`src/rtl/impulse_sequencer.sv`:
```
// impulse_sequencer
//   Takes the parameter set from the SPI command receiver and plays out a gated
//   impulse burst for the DDS/TX gating logic. Each SPI_WR reloads the shadow
//   registers and re-arms, aborting any burst in progress. The burst starts when
//   SYS_TIME reaches TIME_START. It then emits N_impulse gate pulses of width Ti
//   and period Tp, and blanks the receiver through each pulse plus a tail.
//
//   Optional feature macro: IMPULSE_LATE_CHECK_EN
//     defined   : a TIME_START already in the past on the first armed tick rejects
//                 the burst and sets the sticky LATE flag
//     undefined : a late TIME_START starts at once and LATE stays 0
//
// Ports
//   clk, rst_n    system clock, async active-low reset
//   clk_en        tick enable for all timers and the FSM (SPI_WR bypasses it)
//   SYS_TIME      running system time in ticks
//   SPI_WR        load strobe for the parameter inputs below
//   TIME_START, N_impulse, TYPE_impulse, Interval_Ti, Interval_Tp, Tblank1, Tblank2
//   IMP_OUT       transmit gate
//   BLANK         receiver blank
//   TYPE_OUT      latched pulse type
//   IMP_CNT       pulses completed in the current burst
//   BUSY          burst armed or running
//   DONE          one-cycle strobe at normal burst end
//   LATE          sticky late-start flag
//
// state | meaning
// IDLE  | waiting for SPI_WR
// ARMED | waiting for SYS_TIME >= TIME_START
// PULSE | gate high, pulse-width timer running
// GAP   | gate low between pulses, blank tail may still run
// TAIL  | gate low after the final pulse, final blank tail running
module impulse_sequencer #(
    parameter int TW = 64,
    parameter int CW = 32,
    parameter int NW = 16
) (
    input  logic          clk,
    input  logic          rst_n,
    input  logic          clk_en,
    input  logic [TW-1:0] SYS_TIME,
    input  logic          SPI_WR,
    input  logic [TW-1:0] TIME_START,
    input  logic [NW-1:0] N_impulse,
    input  logic [7:0]    TYPE_impulse,
    input  logic [CW-1:0] Interval_Ti,
    input  logic [CW-1:0] Interval_Tp,
    input  logic [CW-1:0] Tblank1,
    input  logic [CW-1:0] Tblank2,
    output logic          IMP_OUT,
    output logic          BLANK,
    output logic [7:0]    TYPE_OUT,
    output logic [NW-1:0] IMP_CNT,
    output logic          BUSY,
    output logic          DONE,
    output logic          LATE
);

    typedef enum logic [2:0] {ST_IDLE, ST_ARMED, ST_PULSE, ST_GAP, ST_TAIL} state_t;

    localparam logic [CW-1:0] C_ONE = CW'(1);
    localparam logic [NW-1:0] N_ONE = NW'(1);

    state_t        state_q, state_d;
    logic [TW-1:0] ts_q;
    logic [NW-1:0] n_q;
    logic [7:0]    type_q;
    logic [CW-1:0] ti_q, tp_q, tb1_q, tb2_q;

    logic          imp_q, imp_d;
    logic          blank_q, blank_d;
    logic [CW-1:0] tmr_q, tmr_d;
    logic [CW-1:0] btmr_q, btmr_d;
    logic [NW-1:0] cnt_q, cnt_d;
    logic          done_q, done_d;
    logic          late_q, late_d;
    logic          late_reject;

    logic [CW-1:0] ti_e, gap;
    logic [NW-1:0] cnt_inc;
    logic          start_ok;

    // A zero width still gives a 1-tick pulse; a period not longer than the pulse
    // degrades to a 1-tick gap.
    assign ti_e     = (ti_q == '0) ? C_ONE : ti_q;
    assign gap      = (tp_q > ti_e) ? (tp_q - ti_e) : C_ONE;
    assign cnt_inc  = (cnt_q == '1) ? cnt_q : (cnt_q + N_ONE);
    assign start_ok = (ts_q == '0) || (SYS_TIME >= ts_q);

`ifdef IMPULSE_LATE_CHECK_EN
    logic first_q, first_d;
    assign late_reject = first_q && (ts_q != '0) && (SYS_TIME > ts_q);
`else
    assign late_reject = 1'b0;
`endif

    always_ff @(posedge clk or negedge rst_n) begin
        if (!rst_n) begin
            ts_q   <= '0;
            n_q    <= '0;
            type_q <= '0;
            ti_q   <= '0;
            tp_q   <= '0;
            tb1_q  <= '0;
            tb2_q  <= '0;
        end else if (SPI_WR) begin
            ts_q   <= TIME_START;
            n_q    <= N_impulse;
            type_q <= TYPE_impulse;
            ti_q   <= Interval_Ti;
            tp_q   <= Interval_Tp;
            tb1_q  <= Tblank1;
            tb2_q  <= Tblank2;
        end
    end

    always_ff @(posedge clk or negedge rst_n) begin
        if (!rst_n) begin
            state_q <= ST_IDLE;
            imp_q   <= 1'b0;
            blank_q <= 1'b0;
            tmr_q   <= '0;
            btmr_q  <= '0;
            cnt_q   <= '0;
            done_q  <= 1'b0;
            late_q  <= 1'b0;
`ifdef IMPULSE_LATE_CHECK_EN
            first_q <= 1'b0;
`endif
        end else begin
            state_q <= state_d;
            imp_q   <= imp_d;
            blank_q <= blank_d;
            tmr_q   <= tmr_d;
            btmr_q  <= btmr_d;
            cnt_q   <= cnt_d;
            done_q  <= done_d;
            late_q  <= late_d;
`ifdef IMPULSE_LATE_CHECK_EN
            first_q <= first_d;
`endif
        end
    end

    // tmr counts the remaining ticks of the current pulse/gap down to zero;
    // btmr counts the remaining blank-tail ticks and is discarded at pulse start.
    always_comb begin
        state_d = state_q;
        imp_d   = imp_q;
        blank_d = blank_q;
        tmr_d   = tmr_q;
        btmr_d  = btmr_q;
        cnt_d   = cnt_q;
        done_d  = 1'b0;
        late_d  = late_q;
`ifdef IMPULSE_LATE_CHECK_EN
        first_d = first_q;
`endif
        if (SPI_WR) begin
            state_d = (N_impulse == '0) ? ST_IDLE : ST_ARMED;
            imp_d   = 1'b0;
            blank_d = 1'b0;
            tmr_d   = '0;
            btmr_d  = '0;
            cnt_d   = '0;
            late_d  = 1'b0;
`ifdef IMPULSE_LATE_CHECK_EN
            first_d = 1'b1;
`endif
        end else if (clk_en) begin
            case (state_q)
                ST_IDLE: ;
                ST_ARMED: begin
`ifdef IMPULSE_LATE_CHECK_EN
                    first_d = 1'b0;
`endif
                    if (late_reject) begin
                        state_d = ST_IDLE;
                        late_d  = 1'b1;
                    end else if (start_ok) begin
                        state_d = ST_PULSE;
                        imp_d   = 1'b1;
                        blank_d = 1'b1;
                        tmr_d   = ti_e - C_ONE;
                    end
                end
                ST_PULSE: begin
                    if (tmr_q == '0) begin
                        imp_d = 1'b0;
                        cnt_d = cnt_inc;
                        if (cnt_inc >= n_q) begin
                            state_d = ST_TAIL;
                            btmr_d  = tb2_q;
                            blank_d = (tb2_q != '0);
                        end else begin
                            state_d = ST_GAP;
                            tmr_d   = gap - C_ONE;
                            btmr_d  = tb1_q;
                            blank_d = (tb1_q != '0);
                        end
                    end else begin
                        tmr_d = tmr_q - C_ONE;
                    end
                end
                ST_GAP: begin
                    if (tmr_q == '0) begin
                        state_d = ST_PULSE;
                        imp_d   = 1'b1;
                        blank_d = 1'b1;
                        tmr_d   = ti_e - C_ONE;
                        btmr_d  = '0;
                    end else begin
                        tmr_d   = tmr_q - C_ONE;
                        blank_d = (btmr_q > C_ONE);
                        if (btmr_q != '0) btmr_d = btmr_q - C_ONE;
                    end
                end
                ST_TAIL: begin
                    if (btmr_q <= C_ONE) begin
                        state_d = ST_IDLE;
                        blank_d = 1'b0;
                        btmr_d  = '0;
                        done_d  = 1'b1;
                    end else begin
                        btmr_d = btmr_q - C_ONE;
                    end
                end
                default: state_d = ST_IDLE;
            endcase
        end
    end

    assign IMP_OUT  = imp_q;
    assign BLANK    = blank_q;
    assign TYPE_OUT = type_q;
    assign IMP_CNT  = cnt_q;
    assign BUSY     = (state_q != ST_IDLE);
    assign DONE     = done_q;
    assign LATE     = late_q;

endmodule

```
`config.mk`:
```
export PLATFORM = sky130hd
export DESIGN_NAME = impulse_sequencer
export DESIGN_NICKNAME = d
export VERILOG_FILES = /design/src/rtl/impulse_sequencer.sv
export SDC_FILE = /design/constraint.sdc
export NUM_CORES = 1
export LEC_CHECK = 0
export CELL_PAD_IN_SITES_DETAIL_PLACEMENT = 0
export CELL_PAD_IN_SITES_GLOBAL_PLACEMENT = 2
export CORE_MARGIN = 2
export CORE_UTILIZATION = 30
export DETAILED_ROUTE_END_ITERATION = 8
export PLACE_DENSITY = 0.77
export SYNTH_ARGS = -nofsm -noshare
export SYNTH_HDL_FRONTEND = slang
export SYNTH_SLANG_ARGS = --single-unit
```
`constraint.sdc`:
```
create_clock -name clk -period 6.4 [get_ports clk]
set_clock_uncertainty 0.05 [all_clocks]
set_input_delay 1.6 -clock clk [delete_from_list [all_inputs] [get_ports clk]]
set_output_delay 1.6 -clock clk [all_outputs]
set_load 0.01 [all_outputs]
```
**Run 1: power grid**

Bar = 100 µm. Pins as bars on the die edge.
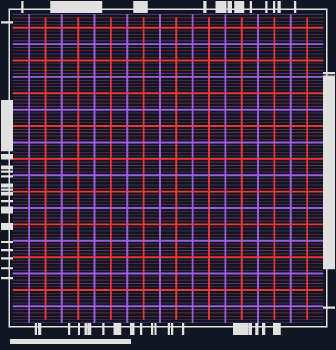
[VDD] red
[VSS] purple
met1 rails: 95
signal pins: 313
met5 straps: 18
Worst VDD drop: 153 µV
Die Span Y: 262 µm
die x size: 262 µm
core area: 65900 µm²

**Run 1: placement by cell class**

Fill, decap, tap and diode cells in grey.
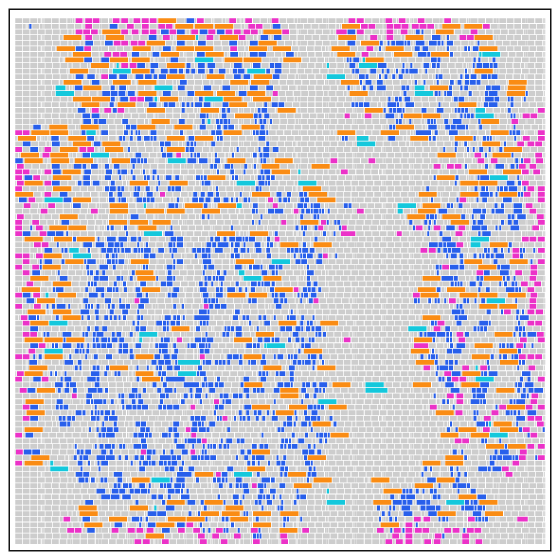
[remaining buffers and delay cells] magenta | cells: 344
[remaining logic cells] blue | cells: 1861
[registers] orange | cells: 302
[clock drivers and dummy loads] cyan | cells: 69
num rows: 94
Seq/total area: 29.8%

==> changes_impl.md, run 1 <==
## Flow update

- Fill cells: about 6700
- Startpoint types: flip-flop
- Seq Cell Count: 302
- Well Taps: about 860
- Overall Power: between 7 and 8 mW
- Netlist cell types: 88
- Net Sw Power: around 2.8 mW
- N_diodes: 2
- Yosys Chip Area: 20000 µm²
- Final std cell area, no fill: ~25000 µm²
- Most Crowded Layer GR: met2
- Grt met3 use: approximately 3.6%
- Port Buffers: 311
- CP Cell Sequence: or4_1 > nor4_2 > nand2_1 > nor4_1 > buf_4 > a31o_2 > ha_1 > inv_1 > fa_1 > nand3_1 > a21oi_1 > o211ai_1 > a21oi_1 > or2_2 > nand2_1 > ha_1 > nand4_1 > or4_1 > o31ai_1 > a21oi_1 > a21o_1 > o31ai_1 > o32ai_1 > a22o_1
- Cell-internal power: about 4.5 mW
- Top Ports: roughly 310
- CTS Hold Bufs: 0
- Comb_multi_in: around 1700
- Buffer share of cell area: 13.4%
- Routability cong.: 0.872
- CTS tree: yes
- Syn nets: between 2000 and 3000
- HP Class: reg -> reg
- Final hold vios: 0
- Logic pwr share: 36.6%
- Worst Slack Setup Final: just over 0.5 ns
- Crit-path leading delay family: simple AND/OR/NAND/NOR gates
- Synth top cell by count: dfrtp_1
- Placed wire-length estimate: between 50 and 60 mm
- Grt met1 use: between 20% and 30%
- Comb gate area: approximately 12000 µm²
- Status: finished clean
- Worst-Margin Slew: approximately 0.98 ns
- GR Util met2: between 30% and 40%
- Simple-Gate Fraction of Synth Area: about 18%
- Synth top area cells: dfrtp_1 38%, ha_1 7.4%, mux2_2 6.0%
- M1 wire length: between 30 and 40 mm
- Drt initial violations: about 1400
- Lkg Pwr: roughly 10 nW
- CTS HTree Levels: 2
- Largest net degree at the start of global routing: about 120
- Mapped Area: 20000 µm²
- Top post-synthesis cells by count: 302 x dfrtp_1, 260 x nand2_1, 230 x o21ai_0, 140 x inv_1, 130 x nor2_1
- DR WL/cell: about 20 µm
- Placed Area: between 20000 and 25000 µm²
- ClkCell Share: under 10%
- Number of detailed-route iterations in the first pass: 5
- Core Util, Final: approximately two fifths
- Layout Nets: between 2000 and 3000
- Setup_tns: 0 ns
- Postcts setup bufs: 0
- Crit share post-route: approximately 92%
- Comb area share: between 40% and 50%
- Compound Share, Synth: 20.2%
- Fa+ha+maj area frac: between 7 and 8%
- Global-route wire length before repair: 109 mm
- Leading cell kind: multi-input combinational cells
- Achievable frequency: 170 MHz
- Crit end category: flip-flop
- RSZ-0062 raised after global routing: false
- Pins Over Slew Limit: 0
- Clock buffer depth: 3
- Register area share after synthesis: around 38%
- P_comb: about 2.7 mW
- Count of non-CTS buffers in the layout: 344
- Worst path depth: 24
- Initial antenna violation count: 3
- Most frequent cell on the critical path: a21oi_1
- DR vias: between 15000 and 20000
- Placed insts: 3371
- Clk slew on worst S/H paths: about 0.06 ns
- Met3 Routed Length: around 3.8 mm
- CP max-delay cell: or4_1
- Total CTS buffers: about 40
- Clk sinks: roughly 300
- PostCTS Resize Cnt: 0
- Total gr overflow: 0
- CP max stage delay: between 0.6 and 0.7 ns
- PD cells: 288 nW/µm²
- Final setup viols: 0
- Yosys warns: 0
- Seq power: roughly 2.5 mW
- Crit path required time: 6.82 ns
- Syn avg cell area: between 8 and 9 µm²
- Sw Ratio: about 39%
- Layout cells sized above 1: 9.24%
- Die footprint: around 69000 µm²
- Via/cell ratio: 5.35
- Worst slack, placed: about 0.49 ns
- Register area: between 7000 and 8000 µm²
- Core Util at FP: between 30% and 40%
- Async SR Flop Fraction: 100%
- Top routing layer in use: met5
- Sequential share of power: about a third
- Min cycle time layout: ~5.9 ns
- Max FO, Critical Path: 6
- Final std cells w/o fill: 3442
- Clock root cell: clkbuf_16
- Vias in the first global route: about 19000
- Total GRT Usage: 19.9%
- Main synth FF type: dfrtp_1
- Crit path kind: reg -> reg
- Final antenna-violating net count: 0
- MUX area fraction: 7.82%
- Dominant combinational family: AND-OR/OR-AND gates
- Max cap viols: 0
- Worst r2r path cells: 24
- Top Consumer: combinational cells
- CP arrival: about 6.3 ns
- Area grow syn2layout: 26.7%
- Cell taking the most area after synthesis: dfrtp_1
**Run 1: clock distribution**

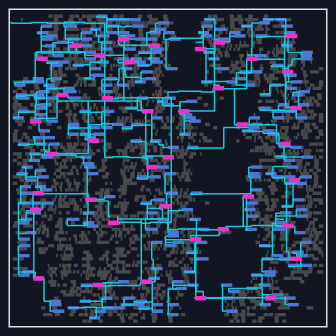
[clock wires] cyan | length: 5370 µm
[flip-flops] blue | count: 302
[clock-net drivers] magenta | count: 40
flops lie: spread over the die
routed clock nets: 41
Clock group: 2.17 mW
Clock power frac: 29.7%
Latency at later pin: 0.59 ns

run 1: registers in the layout, indices dropped and copies added (netlist names):
signal / flops
ts_q: 64
btmr_q: 32
tb1_q: 32
tb2_q: 32
ti_q: 32
tmr_q: 32
tp_q: 32
IMP_CNT: 16
n_q: 16
TYPE_OUT: 8
state_q: 3
BLANK: 1
DONE: 1
IMP_OUT: 1
run 1: path summary, 6_finish.rpt:
| path | from | to | slack, ns |
|---|---|---|---|
| worst min register to register | tmr_q[6] | tmr_q[6] | 0.45 |
| worst max register to register | ti_q[22] | tmr_q[12] | 0.51 |
| max in group asynchronous | rst_n | btmr_q[10] | 4.22 |
| worst max-delay path | ti_q[22] | tmr_q[12] | 0.51 |
| worst min-delay path | tmr_q[6] | tmr_q[6] | 0.45 |
| min in group asynchronous | rst_n | ts_q[45] | 0.94 |
==> run 2: changes to the inputs <==
Settings changed: ABC_CLOCK_PERIOD_IN_PS set to 6400, CTS_CLUSTER_SIZE set to 24.
**Run 2: clock routing**

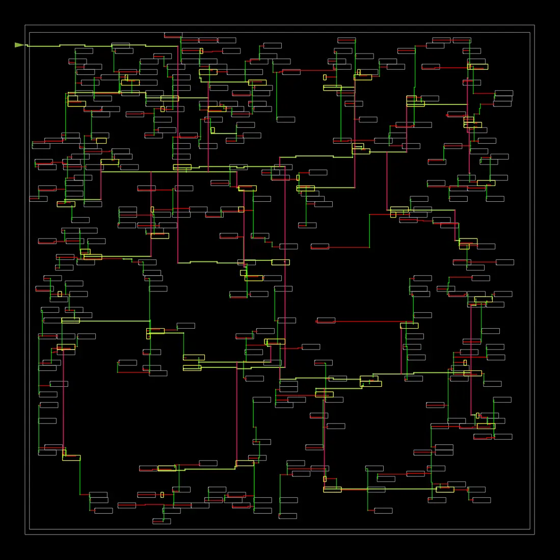
Seq Cell Count: 302
CLK BUF: 58
clk sinks: 302
total CTS buffers: 40

**Run 2: clock distribution**

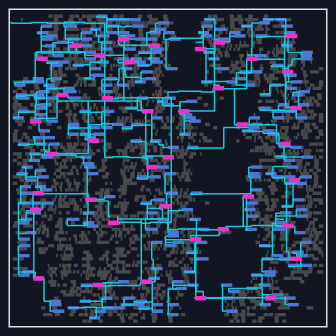
[clock wires] cyan | length: 5370 µm
[flip-flops] blue | count: 302
[clock-net drivers] magenta | count: 40
routed clock nets: 41

==> run 2 against run 1 <==
  * Synthesized cell count stayed put
  * Count of clock-buffer cells in the layout stayed put
  * Combinational power hardly changed
  * Clock power hardly changed
  * Critical endpoint unchanged
==> changes_impl.md, run 2 <==
## Flow update

- Max FO, Critical Path: 6
- Die footprint: roughly 69000 µm²
- Crit path kind: reg -> reg
- Main synth FF type: dfrtp_1
- Fa+ha+maj area frac: between 7 and 8%
- Grt met3 use: 3.63%
- Via/cell ratio: between 5 and 6
- Startpoint types: flip-flop
- P_comb: 2.67 mW
- Global-route wire length before repair: between 100 and 150 mm
- Crit path required time: slightly below 7 ns
- Dominant combinational family: AND-OR/OR-AND gates
- CTS HTree Levels: 2
- Layout Nets: between 2000 and 3000
- Final hold vios: 0
- Synth top cell by count: dfrtp_1
- Final std cells w/o fill: 3442
- Comb gate area: 11500 µm²
- Number of detailed-route iterations in the first pass: 5
- Synth top area cells: dfrtp_1 38%, ha_1 7.4%, mux2_2 6.0%
- Top routing layer in use: met5
- Pins Over Slew Limit: 0
- Initial antenna violation count: 3
- Vias in the first global route: ~19000
- Most Crowded Layer GR: met2
- Clock root cell: clkbuf_16
- Top Consumer: combinational cells
- Netlist cell types: approximately 90
- Final setup viols: 0
- Routability cong.: roughly 0.87
- Area grow syn2layout: 26.7%
- Status: finished clean
- CP Cell Sequence: or4_1 > nor4_2 > nand2_1 > nor4_1 > buf_4 > a31o_2 > ha_1 > inv_1 > fa_1 > nand3_1 > a21oi_1 > o211ai_1 > a21oi_1 > or2_2 > nand2_1 > ha_1 > nand4_1 > or4_1 > o31ai_1 > a21oi_1 > a21o_1 > o31ai_1 > o32ai_1 > a22o_1
- Port Buffers: 311
- Final std cell area, no fill: 25300 µm²
- Core area: 65900 µm²
- Die Span Y: approximately 260 µm
- Top post-synthesis cells by count: 302 x dfrtp_1, 260 x nand2_1, 230 x o21ai_0, 140 x inv_1, 130 x nor2_1
- M1 wire length: roughly 33 mm
- Num rows: between 90 and 100
- Core Util, Final: between 30% and 40%
- Overall Power: 7.30 mW
- Layout cells sized above 1: 9.24%
- GR Util met2: between 30% and 40%
- Worst VDD drop: approximately 150 µV
- Latency at later pin: 0.59 ns
- Simple-Gate Fraction of Synth Area: 17.5%
- CP max-delay cell: or4_1
- Largest register FFs: around 64
- DR WL/cell: 20.3 µm
- Top Ports: approximately 310
- Most frequent cell on the critical path: a21oi_1
- Register area share after synthesis: a little under two fifths
- Clk slew on worst S/H paths: 0.06 ns
- Achievable frequency: 170 MHz
- Compound Share, Synth: 20.2%
- Yosys Chip Area: ~20000 µm²
- Syn nets: between 2000 and 3000
- CP arrival: between 6 and 7 ns
- Logic pwr share: 36.6%
- Cell taking the most area after synthesis: dfrtp_1
- Final antenna-violating net count: 0
- Net Sw Power: between 2 and 3 mW
- Reg with most FFs: ts_q
- Placed wire-length estimate: approximately 53 mm
- DR vias: approximately 18000
- CTS Hold Bufs: 0
- Postcts setup bufs: 0
- Sw Ratio: around two fifths
- Min cycle time layout: approximately 5.9 ns
- Register area: around 7600 µm²
- CP max stage delay: roughly 0.63 ns
- PostCTS Resize Cnt: 0
- Met3 Routed Length: 3.84 mm
- Die x size: 262 µm
- Total gr overflow: 0
- Clock power frac: about 30%
- Seq power: approximately 2.5 mW
[run 2: cell counts in the layout (fill, tap and decap cells not counted)]
Identical to the previous run, type by type.
[run 2: path summary, 6_finish.rpt]
kind / start / to / slack, ns / depth (start not counted)
min: tmr_q[6] / tmr_q[6] / 0.45 / 2
max: ti_q[22] / tmr_q[12] / 0.51 / 24
min reg2reg: tmr_q[6] / tmr_q[6] / 0.45 / 2
max reg2reg: ti_q[22] / tmr_q[12] / 0.51 / 24
min in group asynchronous: rst_n / ts_q[45] / 0.94 / 1
max in group asynchronous: rst_n / btmr_q[10] / 4.22 / 2
[run 2: area by class of cell]
cell class,count,share of cell area (%)
antenna,2,0.0197
clock buffer,58,4.45
clock inverter,11,0.494
inverter,140,2.07
multi-input combinational,1721,45.5
sequential,302,29.8
tap,864,4.27
timing repair buffer,344,13.4
No activity file was given, so power comes from the tool's default toggle rates.
